Figure 1. The clock network (run 1).
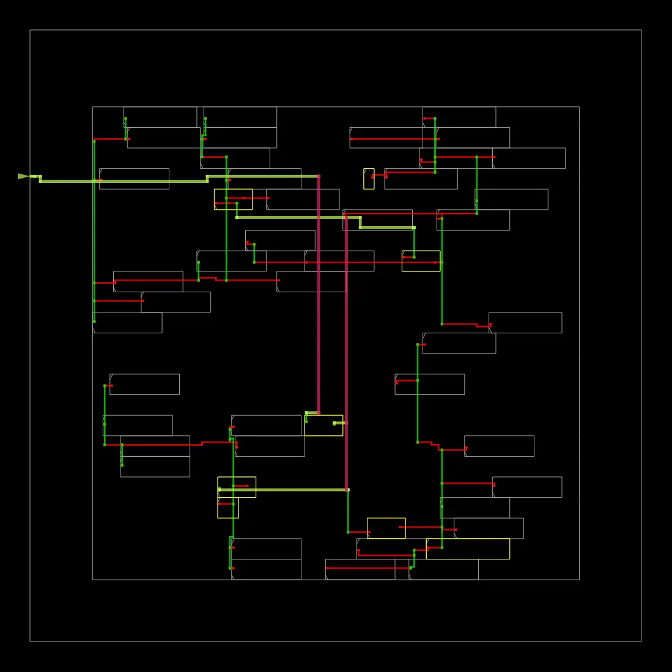
Figure 2. Layout detail (run 1).
Region (46, 5) to (76, 35) um. Cells in gray, sequential cells in the stronger gray; small squares are vias.
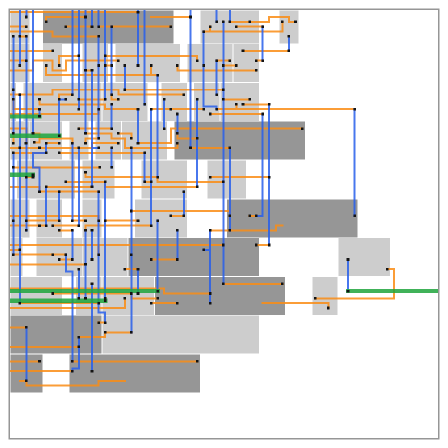
Figure 3. Where the registers sit (run 1).
The bar under the picture is 20 um long.
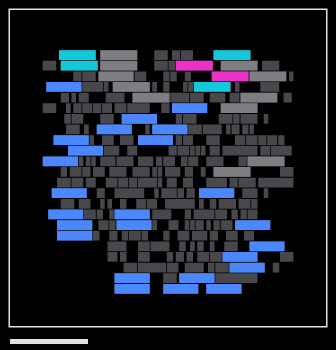
===== src/rtl/game_state_fsm_if.sv =====
// Bus between the game sequencer and its neighbours: raw buttons and snake status in,
// game state, difficulty, move tick and pause flag out.
interface game_state_fsm_if #(
    parameter int unsigned LEN_W = 5
);
    logic             up_button;
    logic             right_button;
    logic             down_button;
    logic             left_button;
    logic             collision;
    logic [LEN_W-1:0] snake_length;
    logic [1:0]       state;
    logic [1:0]       difficulty;
    logic             move_tick;
    logic             paused;

    modport master (
        output up_button,
        output right_button,
        output down_button,
        output left_button,
        output collision,
        output snake_length,
        input  state,
        input  difficulty,
        input  move_tick,
        input  paused
    );

    modport slave (
        input  up_button,
        input  right_button,
        input  down_button,
        input  left_button,
        input  collision,
        input  snake_length,
        output state,
        output difficulty,
        output move_tick,
        output paused
    );
endinterface


===== src/rtl/game_state_fsm.sv =====
// Game sequencer: button conditioning, DIFF_SELECTION/PLAYING/WIN/GAME_OVER FSM and move tick.
// Optional feature: define PAUSE_EN to let a left press toggle pause while PLAYING.
module game_state_fsm #(
    parameter int unsigned TICK_EASY   = 25_000_000,
    parameter int unsigned TICK_MEDIUM = 12_500_000,
    parameter int unsigned TICK_HARD   = 6_250_000,
    parameter int unsigned WIN_LENGTH  = 16,
    parameter int unsigned LEN_W       = 5
) (
    input logic            clk_i,
    input logic            rst_ni,
    game_state_fsm_if.slave bus
);

    localparam logic [1:0] StDiffSel  = 2'b00;
    localparam logic [1:0] StPlaying  = 2'b01;
    localparam logic [1:0] StWin      = 2'b10;
    localparam logic [1:0] StGameOver = 2'b11;

    localparam int unsigned BtnUp    = 3;
    localparam int unsigned BtnRight = 2;
    localparam int unsigned BtnDown  = 1;
    localparam int unsigned BtnLeft  = 0;

    localparam int unsigned TickMaxEm = (TICK_EASY > TICK_MEDIUM) ? TICK_EASY : TICK_MEDIUM;
    localparam int unsigned TickMax   = (TickMaxEm > TICK_HARD) ? TickMaxEm : TICK_HARD;
    localparam int unsigned CntW      = (TickMax > 2) ? $clog2(TickMax) : 1;

    logic [3:0]      btn_pins;
    logic [3:0]      btn_meta_q, btn_sync_q, btn_prev_q;
    logic [3:0]      press;
    logic [1:0]      state_q, state_d;
    logic [1:0]      diff_q, diff_d;
    logic [CntW-1:0] cnt_q, cnt_d;
    logic [CntW-1:0] period_m1;
    logic            tick_q, tick_d;
    logic            paused_q, paused_d;
    logic            win_len;

    assign btn_pins = {bus.up_button, bus.right_button, bus.down_button, bus.left_button};

    // Falling edge of the synchronised level; a held button yields a single press.
    assign press = ~btn_sync_q & btn_prev_q;

    assign win_len = (32'(bus.snake_length) >= WIN_LENGTH);

    always_ff @(posedge clk_i or negedge rst_ni) begin
        if (!rst_ni) begin
            btn_meta_q <= 4'hF;
            btn_sync_q <= 4'hF;
            btn_prev_q <= 4'hF;
        end else begin
            btn_meta_q <= btn_pins;
            btn_sync_q <= btn_meta_q;
            btn_prev_q <= btn_sync_q;
        end
    end

    always_comb begin
        case (diff_q)
            2'd0:    period_m1 = CntW'(TICK_EASY - 1);
            2'd1:    period_m1 = CntW'(TICK_MEDIUM - 1);
            default: period_m1 = CntW'(TICK_HARD - 1);
        endcase
    end

    always_comb begin
        state_d  = state_q;
        diff_d   = diff_q;
        cnt_d    = cnt_q;
        tick_d   = 1'b0;
        paused_d = paused_q;
        case (state_q)
            StDiffSel: begin
                cnt_d    = '0;
                paused_d = 1'b0;
                // Confirm wins over any simultaneous difficulty change.
                if (press[BtnRight]) begin
                    state_d = StPlaying;
                end else if (press[BtnUp] && !press[BtnDown]) begin
                    if (diff_q != 2'd2) diff_d = diff_q + 2'd1;
                end else if (press[BtnDown] && !press[BtnUp]) begin
                    if (diff_q != 2'd0) diff_d = diff_q - 2'd1;
                end
            end
            StPlaying: begin
                if (bus.collision) begin
                    state_d  = StGameOver;
                    cnt_d    = '0;
                    paused_d = 1'b0;
                end else if (win_len) begin
                    state_d  = StWin;
                    cnt_d    = '0;
                    paused_d = 1'b0;
                end else begin
                    if (!paused_q) begin
                        if (cnt_q == period_m1) begin
                            cnt_d  = '0;
                            tick_d = 1'b1;
                        end else begin
                            cnt_d = cnt_q + 1'b1;
                        end
                    end
`ifdef PAUSE_EN
                    if (press[BtnLeft]) paused_d = ~paused_q;
`endif
                end
            end
            default: begin
                cnt_d    = '0;
                paused_d = 1'b0;
                if (press[BtnLeft]) state_d = StDiffSel;
            end
        endcase
    end

    always_ff @(posedge clk_i or negedge rst_ni) begin
        if (!rst_ni) begin
            state_q  <= StDiffSel;
            diff_q   <= 2'd0;
            cnt_q    <= '0;
            tick_q   <= 1'b0;
            paused_q <= 1'b0;
        end else begin
            state_q  <= state_d;
            diff_q   <= diff_d;
            cnt_q    <= cnt_d;
            tick_q   <= tick_d;
            paused_q <= paused_d;
        end
    end

    assign bus.state      = state_q;
    assign bus.difficulty = diff_q;
    assign bus.move_tick  = tick_q;
    assign bus.paused     = paused_q;

endmodule


===== src/flat_wrapper.sv =====
// flat-port wrapper written by rule: the top's interface ports become plain ports
module game_state_fsm_flat 
#(
    parameter int unsigned TICK_EASY   = 25_000_000,
    parameter int unsigned TICK_MEDIUM = 12_500_000,
    parameter int unsigned TICK_HARD   = 6_250_000,
    parameter int unsigned WIN_LENGTH  = 16,
    parameter int unsigned LEN_W       = 5
)
  (clk_i, rst_ni, bus_up_button, bus_right_button, bus_down_button, bus_left_button, bus_collision, bus_snake_length, bus_state, bus_difficulty, bus_move_tick, bus_paused);
  game_state_fsm_if #(.LEN_W(LEN_W)) bus_i ();
  input logic clk_i;
  input logic rst_ni;
  input wire logic [$bits(bus_i.up_button)-1:0] bus_up_button;
  input wire logic [$bits(bus_i.right_button)-1:0] bus_right_button;
  input wire logic [$bits(bus_i.down_button)-1:0] bus_down_button;
  input wire logic [$bits(bus_i.left_button)-1:0] bus_left_button;
  input wire logic [$bits(bus_i.collision)-1:0] bus_collision;
  input wire logic [$bits(bus_i.snake_length)-1:0] bus_snake_length;
  output wire logic [$bits(bus_i.state)-1:0] bus_state;
  output wire logic [$bits(bus_i.difficulty)-1:0] bus_difficulty;
  output wire logic [$bits(bus_i.move_tick)-1:0] bus_move_tick;
  output wire logic [$bits(bus_i.paused)-1:0] bus_paused;
  assign bus_i.up_button = bus_up_button;
  assign bus_i.right_button = bus_right_button;
  assign bus_i.down_button = bus_down_button;
  assign bus_i.left_button = bus_left_button;
  assign bus_i.collision = bus_collision;
  assign bus_i.snake_length = bus_snake_length;
  assign bus_state = bus_i.state;
  assign bus_difficulty = bus_i.difficulty;
  assign bus_move_tick = bus_i.move_tick;
  assign bus_paused = bus_i.paused;
  game_state_fsm #(.TICK_EASY(TICK_EASY), .TICK_MEDIUM(TICK_MEDIUM), .TICK_HARD(TICK_HARD), .WIN_LENGTH(WIN_LENGTH), .LEN_W(LEN_W)) u_core (.clk_i(clk_i), .rst_ni(rst_ni), .bus(bus_i));
endmodule

===== config.mk =====
export PLATFORM = sky130hd
export DESIGN_NAME = game_state_fsm_flat
export DESIGN_NICKNAME = d
export VERILOG_FILES = /design/src/rtl/game_state_fsm_if.sv /design/src/rtl/game_state_fsm.sv /design/src/flat_wrapper.sv
export SDC_FILE = /design/constraint.sdc
export NUM_CORES = 1
export LEC_CHECK = 0
export CAP_MARGIN = 20
export CORE_MARGIN = 8
export CORE_UTILIZATION = 50
export CTS_CLUSTER_DIAMETER = 150
export DETAILED_ROUTE_END_ITERATION = 10
export PLACE_DENSITY_LB_ADDON = 0.12
export SETUP_SLACK_MARGIN = 0.4
export SLEW_MARGIN = 20
export SYNTH_ARGS = -nofsm -noshare
export SYNTH_HDL_FRONTEND = slang
export SYNTH_SLANG_ARGS = --single-unit

===== constraint.sdc =====
create_clock -name clk_i -period 1.8 [get_ports clk_i]
set_clock_uncertainty 0.1 [all_clocks]
set_input_delay 0.18 -clock clk_i [delete_from_list [all_inputs] [get_ports clk_i]]
set_output_delay 0.18 -clock clk_i [all_outputs]
set_load 0.02 [all_outputs]

==> impl_metrics.json, run 1 <==
{
  "status": "complete, but fails checks",
  "violations": "setup timing",
  "lay_top_count": "dfrtp_1",
  "logic_family": "simple AND/OR/NAND/NOR gates",
  "first_global_vias": 1686,
  "gp_congestion": 0.874,
  "crit_type": "reg2reg",
  "tool_warnings": 36,
  "synth_area_um2": 2110,
  "cap_violations": 0,
  "ys_top_cells_by_count": "dfrtp_1 (30), nor3_1 (20), nand2_1 (18), nor2_1 (15), xor2_1 (14)",
  "htreeDepth": 2,
  "clkTransAtPathRegs_ns": 0.08,
  "ys_cells": 198,
  "aoi_share_pct": 4.04,
  "synth_top_flop_cell": "dfrtp_1",
  "postPlaceCellArea_um2": 2430,
  "tns_ns": -3.06,
  "synth.net_count": 216,
  "min_path_type": "in2reg",
  "pwr_density_cell_nw_per_um2": 922,
  "cts_root_buf": "clkbuf_8",
  "yosysUniqueCellTypes": 38,
  "slew_headroom_pct": 65.1,
  "critPathCaptureType": "flop",
  "period_minus_slack_ns": 1.94,
  "async_flop_share_pct": 100,
  "wl_per_cell_um": 17.2,
  "drv_slew": 0,
  "hold_viol": 0,
  "crit_required_ns": 1.88,
  "antenna_found_initial": 0,
  "ys_seq_share_pct": 50.6,
  "vdd_drop_max_mv": 0.477,
  "grt_use_total_pct": 16.4,
  "grt_pass1_wl_mm": 8.24,
  "yosys_area_um2": 2110,
  "simple_gate_share_pct": 27.6,
  "antenna_left": 0,
  "edf_count": 0,
  "post-route-drc-count": 0,
  "muxShareOfSynthArea_pct": 0,
  "cp.arrival_ns": 2.02,
  "dieWidth_um": 80.9,
  "nNetsFinal": 255,
  "ff2ff_setup_slack_ns": -0.14,
  "setup_ws_ns": -0.142,
  "critPathMaxFanout": 6,
  "hpwl_mm": 3.16,
  "drive_above_1_share_pct": 37.8,
  "top_area_cell": "dfrtp_1",
  "rsz0062_at_grt": "yes",
  "fin_area_um2": 2700,
  "hold_depth": 1,
  "start_kind": "flop",
  "overflow": 0,
  "ys.flops": 42,
  "synth.area.top_cells": "dfrtp_1 (36%), dfstp_2 (15%), xor2_1 (5.8%), nor3_1 (4.8%), xnor2_1 (4.2%)",
  "first_pass_iters": 4,
  "reg2reg_depth": 9,
  "fin_crit_sh_pct": 108,
  "ys_warn_count": 0,
  "drt-total-wl_mm": 4.95,
  "core-area_um2": 4030,
  "syn_inst": 198,
  "std_cell_rows": 23,
  "cts_tree": "yes",
  "die_height_um": 80.9,
  "ios": 18,
  "num-fill-cells": 323,
  "top_cell": "dfrtp_1",
  "port-buffer-count": 12,
  "xor_share_pct": 9.98,
  "yosys.area_share.adder_pct": 3.57,
  "vias_per_cell": 5.54,
  "synth_top_area_share_pct": 35.7,
  "area_delta_synth_final_pct": 28.3,
  "chipArea_um2": 6540,
  "grt_start_max_net_pins": 23,
  "initCoreUtil_pct": 52.3,
  "numClockSinks": 42,
  "setup_violations": 25,
  "drt-initial-drc-count": 72,
  "cts.path.max_buffers": 2,
  "vias": 1595,
  "syn_area_per_cell_um2": 10.6,
  "diodes": 0,
  "worst_slew_pin_slew_ns": 0.524,
  "timing.fmax_ghz": 0.515,
  "p_leak_nw": 1.08,
  "lay_top_cells": "dfrtp_1 (26), nand2_1 (18), buf_4 (18)"
}
Back to the opening pictures, Figure 1:
CTS buffer count: 5
Flop Count: 42
clk ins delay skew pair: 0.30 ns
P_clk: 0.000733 W
clkbuf count: 6

Back to the opening pictures, Figure 2:
legend:
  blue:
    layer: M2
  green:
    layer: M3
  orange:
    layer: M1
cells with their middle in the window: 42
most frequent: dfrtp_1 (7), xor2_1 (6), nand2_1 (5)
sequential cells in the window: 7
netlist names of flops here include: `u_core.cnt_q` (7)

Back to the opening pictures, Figure 3:
legend:
  cyan:
    signal: `u_core.btn_meta_q`
    flops: 4
  magenta:
    signal: `u_core.bus.state`
    flops: 2
  blue:
    signal: `u_core.cnt_q`
    flops: 25
not colored: 11

-- run 1: path summary, 6_finish.rpt --
| kind | start | to |
|---|---|---|
| max | u_core.bus.difficulty[0] | u_core.cnt_q[14] |
| min in group asynchronous | rst_ni | u_core.bus.difficulty[0] |
| max in group asynchronous | rst_ni | u_core.btn_sync_q[0] |
| max reg2reg | u_core.bus.difficulty[0] | u_core.cnt_q[14] |
| min | bus_left_button | u_core.btn_meta_q[0] |
| min reg2reg | u_core.btn_meta_q[2] | u_core.btn_sync_q[2] |
-- run 1: registers in the layout, indices dropped and copies added, names as in the netlist --
signal and count:
u_core.bus.difficulty 2, u_core.bus.move_tick 1, u_core.bus.state 2, u_core.btn_sync_q 4, u_core.btn_meta_q 4, u_core.cnt_q 25, u_core.btn_prev_q 4
-- run 1: metrics by stage --
stage          util (%)  worst slack (ns)  std cells  power, W  hold WS, ns
6_report           67.1            -0.142        288   0.00249        0.183
4_1_cts            65.4            -0.139        288   0.00250        0.173
5_1_grt            67.1            -0.287        288   0.00261        0.176
2_1_floorplan         -           -0.0972        198   0.00145       -0.216
3_5_place_dp       60.2            -0.132        272   0.00172       0.0836
3_3_place_gp       60.2           -0.0766        272   0.00167       0.0744
-- run 1: report_power, final --
group	total (W)	internal, W	switching [W]
logic	0.000645	0.000298	0.000347
registers	0.00111	0.00102	0.0000906
clock network	0.000733	0.000414	0.000319
-- run 1: metal layers --
| layer | share of wire [%] | GRT usage (%) | vias up |
|---|---|---|---|
| li1 | - | - | 768 |
| met2 | 51 | 26.8 | 30 |
| met3 | 3.9 | 4.53 | 5 |
| met1 | 43 | 20.3 | 792 |
| met4 | 1.4 | 6.07 | 0 |
| met5 | 0 | 0 | - |
-- run 1: logic make-up (layout without fill, tap and decap cells) --
kind of cell / count (synthesis) / in the layout
simple gates: 98 / 100
flops: 42 / 42
xor+xnor: 24 / 24
compound gates: 14 / 14
buf+inv: 13 / 51
fa+ha+maj: 6 / 6
other cells: 1 / 1
-- run 1: what timing repair did --
action	4_1_cts	5_1_grt
pin swaps	3	11
resized	19	22
setup buffers	3	0
hold buffers	1	0
cloned	4	0
endpoints found under the setup margin	33	32
hold endpoints to repair	13	0
-- run 1: final cells by class --
class,count,area [um^2],area share [%]
sequential,42,1070,39.6
tap,50,62.6,2.31
inverter,6,25.0,0.926
timing repair buffer,37,320,11.9
multi-input combinational,145,1110,41.2
clock inverter,2,37.5,1.39
clock buffer,6,72.6,2.69
-- run 1: worst max-delay path: stages (launching register included) --
cell	delay, ns
dfrtp_2	0.43
inv_2	0.07
ha_4	0.17
nand4bb_1	0.17
o21ai_1	0.11
a22oi_2	0.12
nor4_4	0.31
buf_4	0.17
buf_6	0.12
nor3_1	0.05
==> inputs of run 2 (changes only) <==
Settings changed: CORE_ASPECT_RATIO set to 1.4, CORE_UTILIZATION 50 to 51.
Figure 4. Cell sizes after repair (run 2).
The bar under the picture is 20 um long.
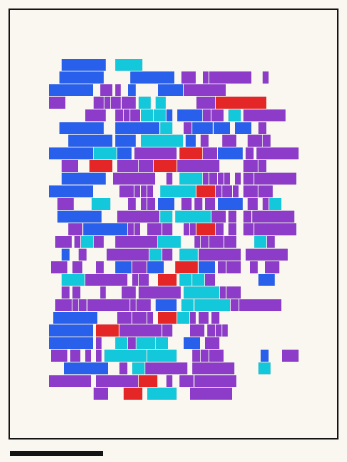
legend:
  blue:
    size: x2
    cells: 37
    share: 16%
  purple:
    size: x1 and smaller
    cells: 153
    share: 65%
  cyan:
    size: x3 and x4
    cells: 35
    share: 15%
  red:
    size: x6 and larger
    cells: 12
    share: 5.1%

Figure 5. Layout detail (run 2).
Region (38, 8) to (68, 38) um. Cells in gray, sequential cells in the stronger gray; small squares are vias.
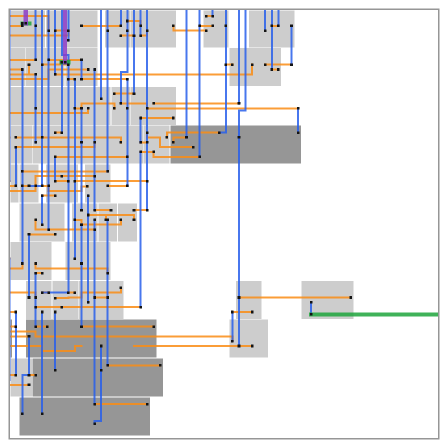
legend:
  green:
    layer: M3
  purple:
    layer: M4
  orange:
    layer: M1
  blue:
    layer: M2
netlist names of flops here include: `u_core.cnt_q` (4)
most frequent: nor3_1 (5), xnor2_1 (4), dfrtp_1 (4)
sequential cells in the window: 4
cells with their middle in the window: 33

==> run 2 against run 1 <==
The run still ends with setup timing left. Clock power barely moved. Sequential power barely moved. Cell count fell by 2.8%. Non-clock buffer count fell by 1. Total power rose by 0.37%. Combinational power rose by 3.3%. Count of clock-buffer cells in the layout did not move. Utilization rose by 1.3 points. Highest routed layer unchanged.
==> impl_metrics.json, run 2 <==
{
  "status": "complete, but fails checks",
  "violations": "setup timing",
  "area_delta_synth_final_pct": 28.3,
  "crit_type": "reg2reg",
  "setup_ws_ns": -0.130,
  "antenna_left": 0,
  "cts_root_buf": "clkbuf_8",
  "clkTransAtPathRegs_ns": 0.08,
  "hold_depth": 1,
  "grt_pass1_wl_mm": 7.47,
  "grt_use_met1_pct": 16.3,
  "htreeDepth": 2,
  "gp_congestion": 0.834,
  "period_minus_slack_ns": 1.93,
  "rsz0062_at_grt": "yes",
  "largest_register": "u_core.cnt_q",
  "pwr_density_cell_nw_per_um2": 925,
  "grt_use_total_pct": 14.1,
  "cts_tree": "yes",
  "numClockSinks": 42,
  "ff_latch_area_um2": 1070,
  "lay_top_count": "dfrtp_1",
  "initCoreUtil_pct": 53.3,
  "ys_cells": 198,
  "port-buffer-count": 12,
  "grt_start_max_net_pins": 16,
  "yosys_area_um2": 2110,
  "reg2reg_from": "u_core.btn_prev_q[1]",
  "wl_per_cell_um": 16.8,
  "syn_inst": 198,
  "drive_above_1_share_pct": 35.4,
  "crit_chain": "nand2b_4, ha_1, or4_4, nor3_4, a21oi_2, o211ai_1",
  "lay_top_cells": "dfrtp_1 (26), nand2_1 (18), buf_4 (17)",
  "vias_per_cell": 5.77,
  "dieWidth_um": 70.3,
  "comb_area_um2": 1130,
  "setup_violations": 25,
  "vias": 1616,
  "top_area_cell": "dfrtp_1",
  "tns_ns": -2.22,
  "ios": 18,
  "p_leak_nw": 1.08,
  "diodes": 0,
  "drt-initial-drc-count": 76,
  "clock.latency.late_pin_ns": 0.29,
  "syn_area_per_cell_um2": 10.6,
  "crit_required_ns": 1.90,
  "cap_violations": 0,
  "yosysUniqueCellTypes": 38,
  "top_cell": "dfrtp_1",
  "total_power_w": 0.00250,
  "ys.flops": 42,
  "crit_slowest_cell": "dfstp_2",
  "drt-total-wl_mm": 4.71,
  "post-route-drc-count": 0,
  "grt.busiest_layer": "met2",
  "r2r_end": "u_core.bus.difficulty[1]",
  "ys_top_cells_by_count": "dfrtp_1 (30), nor3_1 (20), nand2_1 (18), nor2_1 (15), xor2_1 (14)",
  "std_cell_rows": 27,
  "num-fill-cells": 301,
  "timing.fmax_ghz": 0.518,
  "min_from": "bus_up_button",
  "critPathMaxFanout": 4,
  "edf_count": 0,
  "reg2reg_depth": 6,
  "overflow": 0,
  "synth_top_area_share_pct": 35.7,
  "start_kind": "flop",
  "met3_usage_pct": 3.67,
  "die_height_um": 92.0,
  "hold_ws_ns": 0.187,
  "largest_register_ffs": 25,
  "min_path_type": "in2reg",
  "ys_seq_share_pct": 50.6,
  "first_global_vias": 1682
}
## run 2: cell families (layout without fill, tap and decap cells)
kind of cell | after synthesis | after routing | synth area share, %
simple gates | 98 | 100 | 27.6
flops | 42 | 42 | 50.6
xor+xnor | 24 | 24 | 9.98
compound gates | 14 | 14 | 4.04
buf+inv | 13 | 50 | 4.04
fa+ha+maj | 6 | 6 | 3.56
other cells | 1 | 1 | 0.178
## run 2: worst max path at each step
stage,start,to,depth (start not counted)
detailed placement,u_core.btn_prev_q[1],u_core.bus.difficulty[1],6
finish,u_core.btn_prev_q[1],u_core.bus.difficulty[1],6
global route,u_core.bus.difficulty[0],u_core.cnt_q[14],8
CTS,u_core.btn_prev_q[3],u_core.bus.difficulty[1],6
global placement,u_core.bus.difficulty[0],u_core.bus.move_tick,7
floorplan,u_core.bus.difficulty[1],u_core.cnt_q[23],8
## run 2: repair_timing
item,in CTS,in global routing
hold buffers,1,0
hold endpoints to repair,12,0
gates resized,19,24
endpoints found under the setup margin,33,31
buffers inserted,0,3
cloned,1,2
pin swaps,2,6
## run 2: report_power, final
group	switching, W	leakage (nW)	internal (W)
clock network	0.000317	0.0514	0.000414
registers	0.0000812	0.533	0.00102
logic	0.000357	0.491	0.000309
total	0.000755	1.08	0.00175
## run 2: through the flow
| step | area [um^2] | setup slack (ns) |
|---|---|---|
| 6_report | 2700 | -0.130 |
| 5_1_grt | 2700 | -0.217 |
| 4_1_cts | 2580 | -0.117 |
| 3_5_place_dp | 2400 | -0.162 |
| 3_3_place_gp | 2400 | -0.0505 |
| 2_1_floorplan | 2160 | -0.0972 |
## run 2: critical path, delay by kind of cell, from the launching register on
family	cells	cell delay (ns)
AND/OR/NAND/NOR	3	0.68
flip-flops	1	0.55
AND-OR/OR-AND	2	0.22
adder cells (fa/ha/maj)	1	0.29
## run 2: final cells by class
| type | instances | share of cell area, % |
|---|---|---|
| well taps | 43 | 1.99 |
| multi-input cells | 145 | 42.0 |
| inverters | 6 | 0.926 |
| clock inverters | 2 | 1.39 |
| clock buffers | 6 | 2.69 |
| repair buffers | 36 | 11.4 |
| flip-flops and latches | 42 | 39.6 |
## run 2: layer usage
layer	routed length [um]	vias up
met5	0	-
met4	129	0
met3	150	15
met2	2540	38
met1	1900	798
li1	-	765
Power figures rest on the tool's default switching activity, not on a simulated workload.
